run_1/m2.png
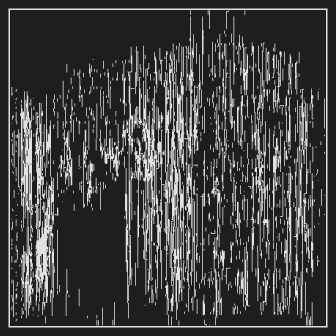
run_1/route_heat.png
Bar = 50 um. The die is cut into 40 by 40 equal tiles; black is low, pale yellow is high, scaled to the fullest tile. Values are wire area over tile area, all layers added.
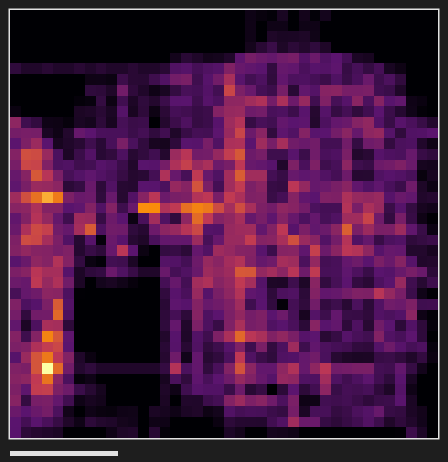
run_1/m1.png
Bar = 50 um.
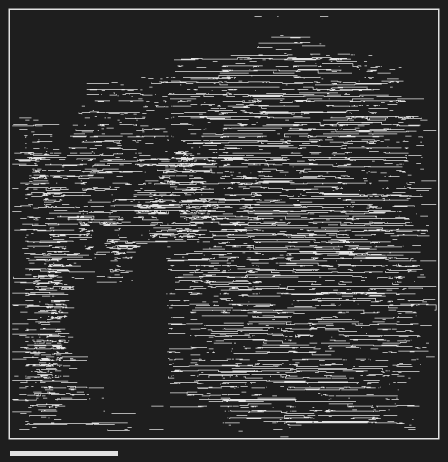
==> config.mk <==
export PLATFORM = sky130hd
export DESIGN_NAME = cordic_sched
export DESIGN_NICKNAME = d
export VERILOG_FILES = /design/src/rtl/cordic_pkg.sv /design/src/rtl/cordic_res_fifo.sv /design/src/rtl/cordic_sched.sv
export SDC_FILE = /design/constraint.sdc
export NUM_CORES = 1
export LEC_CHECK = 0
export CAP_MARGIN = 20
export CORE_UTILIZATION = 38
export CTS_CLUSTER_SIZE = 16
export DETAILED_ROUTE_END_ITERATION = 10
export GPL_TIMING_DRIVEN = 0
export SLEW_MARGIN = 5
export SYNTH_ARGS = -nofsm -noshare
export SYNTH_HDL_FRONTEND = slang
export SYNTH_HIERARCHICAL = 1
export SYNTH_SLANG_ARGS = --single-unit
==> constraint.sdc <==
create_clock -name clk -period 4.6 [get_ports clk]
set_input_delay 1.15 -clock clk [delete_from_list [all_inputs] [get_ports clk]]
set_output_delay 1.15 -clock clk [all_outputs]
set_load 0.01 [all_outputs]
==> src/rtl/cordic_pkg.sv <==
// Shared types and number formats for the CORDIC request scheduler and its result FIFO.
package cordic_pkg;
   localparam int ANGLE_INT = 8;
   localparam int ANGLE_FRAC = 12;
   localparam int ANGLE_W = ANGLE_INT + ANGLE_FRAC;   // Q8.12 degrees
   localparam int XY_INT = 3;
   localparam int XY_FRAC = 5;
   localparam int XY_W = XY_INT + XY_FRAC;            // Q3.5
   localparam int ID_MAX_W = 4;

   typedef struct packed {
      logic [ID_MAX_W-1:0]    id;
      logic signed [XY_W-1:0] cos;
      logic signed [XY_W-1:0] sin;
   } res_entry_t;

   localparam int ENTRY_W = $bits(res_entry_t);
endpackage

==> src/rtl/cordic_res_fifo.sv <==
// Single-clock result FIFO; a write into a full FIFO is taken only when a pop frees a slot the same cycle.
module cordic_res_fifo
   import cordic_pkg::*;
#(
   parameter int DEPTH = 16
) (
   input  logic                     clk,
   input  logic                     reset,
   input  logic                     wr_en,
   input  logic [ENTRY_W-1:0]       din,
   input  logic                     rd_en,
   output logic [ENTRY_W-1:0]       dout,
   output logic                     full,
   output logic                     empty,
   output logic [$clog2(DEPTH):0]   count
);
   localparam int AW = $clog2(DEPTH);

   logic [ENTRY_W-1:0] mem_q [DEPTH];
   logic [AW:0]        wptr_q, rptr_q;
   logic               do_wr, do_rd;

   assign count = wptr_q - rptr_q;
   assign empty = (count == '0);
   assign full  = (count == (AW+1)'(DEPTH));
   assign do_rd = rd_en && !empty;
   assign do_wr = wr_en && (!full || do_rd);
   // Head is forced to zero when empty so outputs are clean out of reset.
   assign dout  = empty ? '0 : mem_q[rptr_q[AW-1:0]];

   always_ff @(posedge clk) begin
      if (reset) begin
         wptr_q <= '0;
         rptr_q <= '0;
      end else begin
         if (do_wr) wptr_q <= wptr_q + 1'b1;
         if (do_rd) rptr_q <= rptr_q + 1'b1;
      end
   end

   always_ff @(posedge clk) begin
      if (do_wr) mem_q[wptr_q[AW-1:0]] <= din;
   end
endmodule

==> src/rtl/cordic_sched.sv <==
// Round-robin scheduler sharing one fixed-latency CORDIC core among NREQ requesters.
// Credits count in-flight plus buffered results, so every launch has a guaranteed FIFO slot.
module cordic_sched
   import cordic_pkg::*;
#(
   parameter int NREQ   = 4,
   parameter int LAT    = 12,
   parameter int FDEPTH = 16
) (
   input  logic                     clk,
   input  logic                     reset,
   input  logic [NREQ-1:0]          req_valid,
   input  logic [NREQ*ANGLE_W-1:0]  req_angle,
   output logic [NREQ-1:0]          req_ready,
   output logic                     core_start,
   output logic [ANGLE_W-1:0]       core_angle,
   input  logic [XY_W-1:0]          core_x,
   input  logic [XY_W-1:0]          core_y,
   output logic                     res_valid,
   input  logic                     res_ready,
   output logic [$clog2(NREQ)-1:0]  res_id,
   output logic [XY_W-1:0]          res_cos,
   output logic [XY_W-1:0]          res_sin
);
   localparam int IDW = $clog2(NREQ);
   localparam int CW  = $clog2(FDEPTH) + 1;

   logic [IDW-1:0]     last_grant_q, last_grant_d;
   logic [CW-1:0]      credit_q, credit_d;
   logic               core_start_q;
   logic [ANGLE_W-1:0] core_angle_q, core_angle_d;
   logic [IDW:0]       tag_q [LAT+1];

   logic [IDW-1:0]     cand, gnt_id;
   logic               gnt_found, credit_ok, accept, pop;
   logic [ANGLE_W-1:0] gnt_angle;

   res_entry_t         wr_entry, head;
   logic [ENTRY_W-1:0] fifo_dout;
   logic               fifo_empty, fifo_full;
   logic [CW-1:0]      fifo_count;
   logic               unused_sink;

   always_comb begin
      cand      = last_grant_q;
      gnt_id    = '0;
      gnt_found = 1'b0;
      for (int i = 0; i < NREQ; i++) begin
         cand = (cand == IDW'(NREQ - 1)) ? '0 : cand + 1'b1;
         if (!gnt_found && req_valid[cand]) begin
            gnt_found = 1'b1;
            gnt_id    = cand;
         end
      end
   end

   always_comb begin
      gnt_angle = '0;
      for (int k = 0; k < NREQ; k++) begin
         if (gnt_id == IDW'(k)) gnt_angle = req_angle[k*ANGLE_W +: ANGLE_W];
      end
   end

   assign credit_ok = (credit_q != CW'(FDEPTH));
   assign accept    = !reset && credit_ok && gnt_found;
   assign pop       = res_valid && res_ready;

   always_comb begin
      req_ready = '0;
      if (accept) req_ready[gnt_id] = 1'b1;
   end

   always_comb begin
      last_grant_d = accept ? gnt_id : last_grant_q;
      core_angle_d = accept ? gnt_angle : core_angle_q;
      credit_d     = credit_q;
      if (accept && !pop)      credit_d = credit_q + 1'b1;
      else if (pop && !accept) credit_d = credit_q - 1'b1;
   end

   always_ff @(posedge clk) begin
      if (reset) begin
         last_grant_q <= IDW'(NREQ - 1);
         credit_q     <= '0;
         core_start_q <= 1'b0;
         core_angle_q <= '0;
         for (int s = 0; s <= LAT; s++) tag_q[s] <= '0;
      end else begin
         last_grant_q <= last_grant_d;
         credit_q     <= credit_d;
         core_start_q <= accept;
         core_angle_q <= core_angle_d;
         // Stage LAT lines up with the core result of the launch one cycle after accept.
         tag_q[0]     <= {accept, gnt_id};
         for (int s = 1; s <= LAT; s++) tag_q[s] <= tag_q[s-1];
      end
   end

   always_comb begin
      wr_entry.id  = ID_MAX_W'(tag_q[LAT][IDW-1:0]);
      wr_entry.cos = core_x;
      wr_entry.sin = core_y;
   end

   cordic_res_fifo #(.DEPTH(FDEPTH)) u_fifo (
      .clk   (clk),
      .reset (reset),
      .wr_en (tag_q[LAT][IDW]),
      .din   (wr_entry),
      .rd_en (res_ready),
      .dout  (fifo_dout),
      .full  (fifo_full),
      .empty (fifo_empty),
      .count (fifo_count)
   );

   assign head        = fifo_dout;
   assign core_start  = core_start_q;
   assign core_angle  = core_angle_q;
   assign res_valid   = !fifo_empty;
   assign res_id      = head.id[IDW-1:0];
   assign res_cos     = head.cos;
   assign res_sin     = head.sin;
   assign unused_sink = ^{fifo_full, fifo_count, head.id};
endmodule

==> metrics.cfg, run 1 <==
[outcome]
status = finished clean

[clocking]
clk_pin_slew_ns = 0.06
post_cts_resized = 19
root_buffer = clkbuf_16
post_cts_buffers = 0
clock_sinks = 368

[placement]
place_area_um2 = 17000
numPortBuffers = 146
gp_congestion = 0.858

[hold_path]
min_path_cells = 1
hp-class = reg2reg
min_from = tag_q[0][18]$_SDFF_PP0_

[layout]
design_area_um2 = 18400
final-comb-area_um2 = 4190
clkbuf_count = 46
post-route-util_pct = 48.6
diodes = 1
n_all_inverters = 11
sh_comb_area_pct = 22.8
clock_area_share_pct = 6.67
largestClassByArea = flip-flops and latches
signal_buffers = 211
fillers = 3240
buffer_area_share_pct = 11.0

[critical_path]
r2r_slack_ns = 0.59
r2r_cells = 19
start_kind = input port
crit_start = req_valid[2]
critPathKind = in2out
critical_path.endpoint_type = output pin
cp_num_buf_inv = 3
r2r-start = u_fifo/wptr_q[0]$_SDFFE_PP0P_
cp-endpoint = req_ready[2]
worstReg2RegEnd = credit_q[4]$_SDFFE_PP0P_
crit_family = buffers and inverters
slowest_delay_ns = 0.55

[routing]
drt_iter0_drc = 462
met2_length_mm = 15.7
top_layer_used = met4
wl_met3_mm = 2.12
avgViaCountPerCell = 5.13
wl_met1_mm = 14.6

[final_timing]
fin_crit_sh_pct = 98.0
fin_hold_ws_ns = 0.433
rsz0062_at_grt = yes

[run]
maxCapViolations = 0

[power]
cellLeakagePower_nw = 6.15
max-vdd-ir-drop_mv = 0.372

[grt]
grt_pass1_vias = 8383
met3_usage_pct = 3.93
grt_max_degree = 19

[floorplanning]
core_region_area_um2 = 37800
die_h_um = 198

[synthesis]
synth_nets = 943
netlist_area_um2 = 14700
synth.avg_cell_area_um2 = 17.8

Back to the opening pictures, m2.png:
nets with wire on the layer: 998
share of all routed wire: 48%
main direction: vertical
Vias: 8,044
met2 usage: 28.6%
aggregate routed wire length: 33.0 mm

Back to the opening pictures, route_heat.png:
emptiest ninth of the die: top left
densest ninth of the die: middle
tiles over half the peak: 4.0%
nearly empty tiles: 20%
routed len/inst: 21.1 um
GRT Total Usage: 17.2%

Back to the opening pictures, m1.png:
longest straight run: 69.0 um
share of all routed wire: 44%
nets with wire on the layer: 1,055
met1 usage: 22.7%

==> run 1: state kept, by name, summed over array words and instances (netlist names), named ones only <==
register,flops
credit_q,5
u_fifo/rptr_q,5
tag_q,39
u_fifo/wptr_q,5
last_grant_q,2
core_angle,20
u_fifo/mem_q,288
==> run 1: where the power goes <==
group          internal (W)  switching, W  total [W]
logic               0.00142       0.00133    0.00275
clock network       0.00178       0.00122    0.00301
registers           0.00371     0.0000830    0.00379
==> run 1: placed cells by master (no fill, tap or decap), drive strengths merged, types with 22 or more instances in the layout <==
cell,instances
a21oi,22
clkdlybuf4s50,140
dfxtp,80
mux4,90
o21ai,23
mux2i,26
and3,32
edfxtp,288
clkbuf,75
nand2,23
nor2b,57
buf,36
run_1/util_map.png
Bar = 50 um. The die is cut into 20 by 20 equal tiles; black is low, pale yellow is high, 0 to 100% covered.
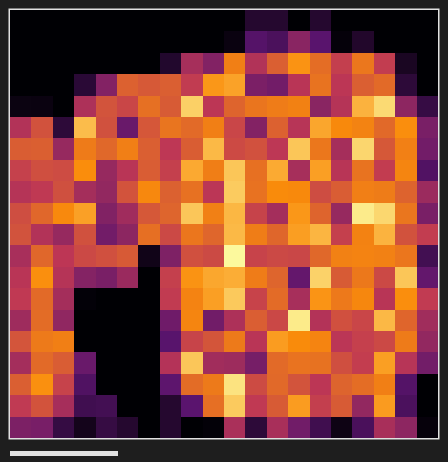

==> run 2: changes to the inputs <==
==> constraint.sdc (replaced) <==
create_clock -name clk -period 4.7 [get_ports clk]
set_input_delay 1.175 -clock clk [delete_from_list [all_inputs] [get_ports clk]]
set_output_delay 1.175 -clock clk [all_outputs]
set_load 0.01 [all_outputs]
run_2/util_map.png
Bar = 50 um. The die is cut into 20 by 20 equal tiles; black is low, pale yellow is high, 0 to 100% covered.
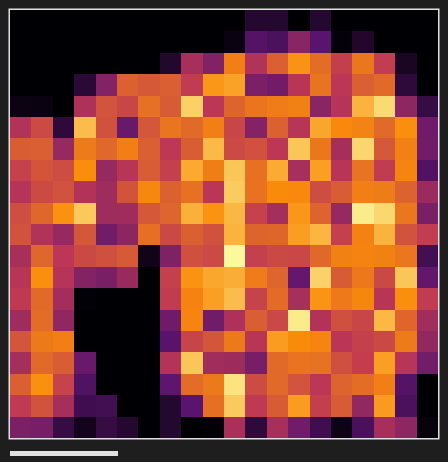
fullest tile: 99%
mean over tiles: 45%
tiles over 75% full: 13%
Starting Density: 38.7%
core area: 37,800 um^2
post-layout util: 48.6%

==> run 2 against run 1 <==
Net effect: global-route usage about the same; clock power fell by 2%; flip-flop count is the same; critical path type unchanged.
==> metrics.cfg, run 2 <==
[critical_path]
crit_start = req_valid[1]
r2r_slack_ns = 0.65  ; +0.06 ns
cp-endpoint = req_ready[1]
start_kind = input port
slowest_stage = clkdlybuf4s50_1
critical_path.endpoint_type = output pin
crit_family = buffers and inverters
worstReg2RegEnd = credit_q[4]$_SDFFE_PP0P_
slowest_delay_ns = 0.56  ; about the same
r2r_cells = 19  ; unchanged
critPathKind = in2out
r2r-start = u_fifo/wptr_q[0]$_SDFFE_PP0P_
cp_num_buf_inv = 4  ; +1

[power]
p_clk_w = 0.00294  ; -2%
cellLeakagePower_nw = 6.12  ; -0.50%
switchingPower_w = 0.00257  ; -2.4%
swShare_pct = 27.6  ; about the same
internal_power_w = 0.00676  ; -2.3%
power_w = 0.00933
pg_comb_w = 0.00267  ; -3%
seq_power_share_pct = 39.8  ; about the same
power_frac_comb_pct = 28.7  ; about the same
powerDensity_nw_per_um2 = 507
max-vdd-ir-drop_mv = 0.358  ; -3.8%
p_clk_share_pct = 31.5  ; about the same
p_seq_w = 0.00371  ; -2%
power_top_consumer = sequential cells

[synthesis]
netlist_area_um2 = 14700  ; unchanged
synth.avg_cell_area_um2 = 17.8  ; unchanged
yosysWarnings = 6
synth_nets = 943  ; unchanged
synthCells = 824

[routing]
drt_iter0_drc = 468  ; +1.3%
postRouteAntennaNets = 0
wl_per_cell_um = 21.0  ; -0.31%
avgViaCountPerCell = 5.17  ; +0.65%

[clocking]
clk_pin_slew_ns = 0.06  ; about the same
post_cts_buffers = 0  ; unchanged
clock_sinks = 368  ; unchanged
cts_max_path_buffers = 3
root_buffer = clkbuf_16
htreeDepth = 2
post_cts_resized = 14  ; -5
cts_tree = yes

[final_timing]
finalHoldViolCount = 0
drv_slew = 0
fin_crit_sh_pct = 97.6
max-slew-margin-rel_pct = 24.5
final-setup-viol-count = 0
clock_skew_ns = 0.0153

[grt]
overflow = 0
grt_pass1_wl_mm = 49.5
grt_usage_pct = 17.1  ; -0.026 points
grt_pass1_vias = 8373  ; -0.12%
antenna_found_initial = 1
grt_max_degree = 19  ; unchanged

[layout]
final_net_count = 1150
flop_area_um2 = 10300
lay_top_count = edfxtp_1
largest_register_ffs = 288  ; unchanged
layout_top_cells = edfxtp_1 (288), clkdlybuf4s50_1 (142), mux4_2 (90)
design_area_um2 = 18400  ; about the same
final-comb-area_um2 = 4200  ; about the same
fillers = 3246  ; +0.19%

[placement]
gp_congestion = 0.858  ; unchanged
numPortBuffers = 146  ; unchanged
place_area_um2 = 17000  ; unchanged

[hold_path]
min_from = tag_q[0][18]$_SDFF_PP0_
hp-class = reg2reg
min_path_cells = 1  ; unchanged
min_to = tag_q[0][21]$_SDFF_PP0_

[floorplanning]
pin_count = 147
die_h_um = 198  ; unchanged

[run]
maxCapViolations = 0  ; unchanged

[outcome]
status = finished clean

run_2/m2.png
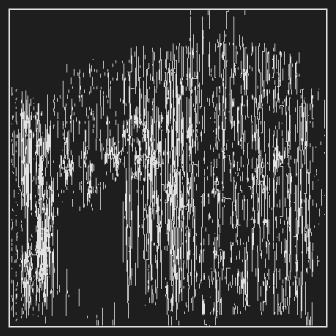
wire length on this layer: 15,800 um
longest straight run: 67.6 um
nets with wire on the layer: 998
share of all routed wire: 48%
Vias: 8,112
met2 usage: 28.6%
aggregate routed wire length: 33.0 mm

run 2: stage by stage:
stage	std cells	hold slack (ns)	TNS [ns]	setup slack [ns]
after floorplan	824	0.414	0	0.765
after global placement	1481	0.419	-52.52	-2.01
after CTS	1563	0.437	0	0.00953
after detailed placement	1495	0.422	-1.09	-0.319
after global routing	1569	0.449	-0.00657	-0.00657
final	1570	0.432	0	0.112
run 2: layer usage:
metal	track usage, %	vias up	share of wire [%]
met5	0	-	0
met4	4.36	0	1.9
met3	3.93	47	7.1
met2	28.6	292	48
met1	22.7	4091	43
li1	-	3682	-
run 2: layout make-up:
type	instances	share of cell area, %
antenna	1	0.0136
buffer	48	1.38
clock buffer	46	5.45
clock inverter	22	1.22
inverter	11	0.225
multi-input combinational	397	22.8
sequential	368	55.7
tap	511	3.48
timing repair buffer	166	9.68
Power figures rest on the tool's default switching activity, not on a simulated workload.
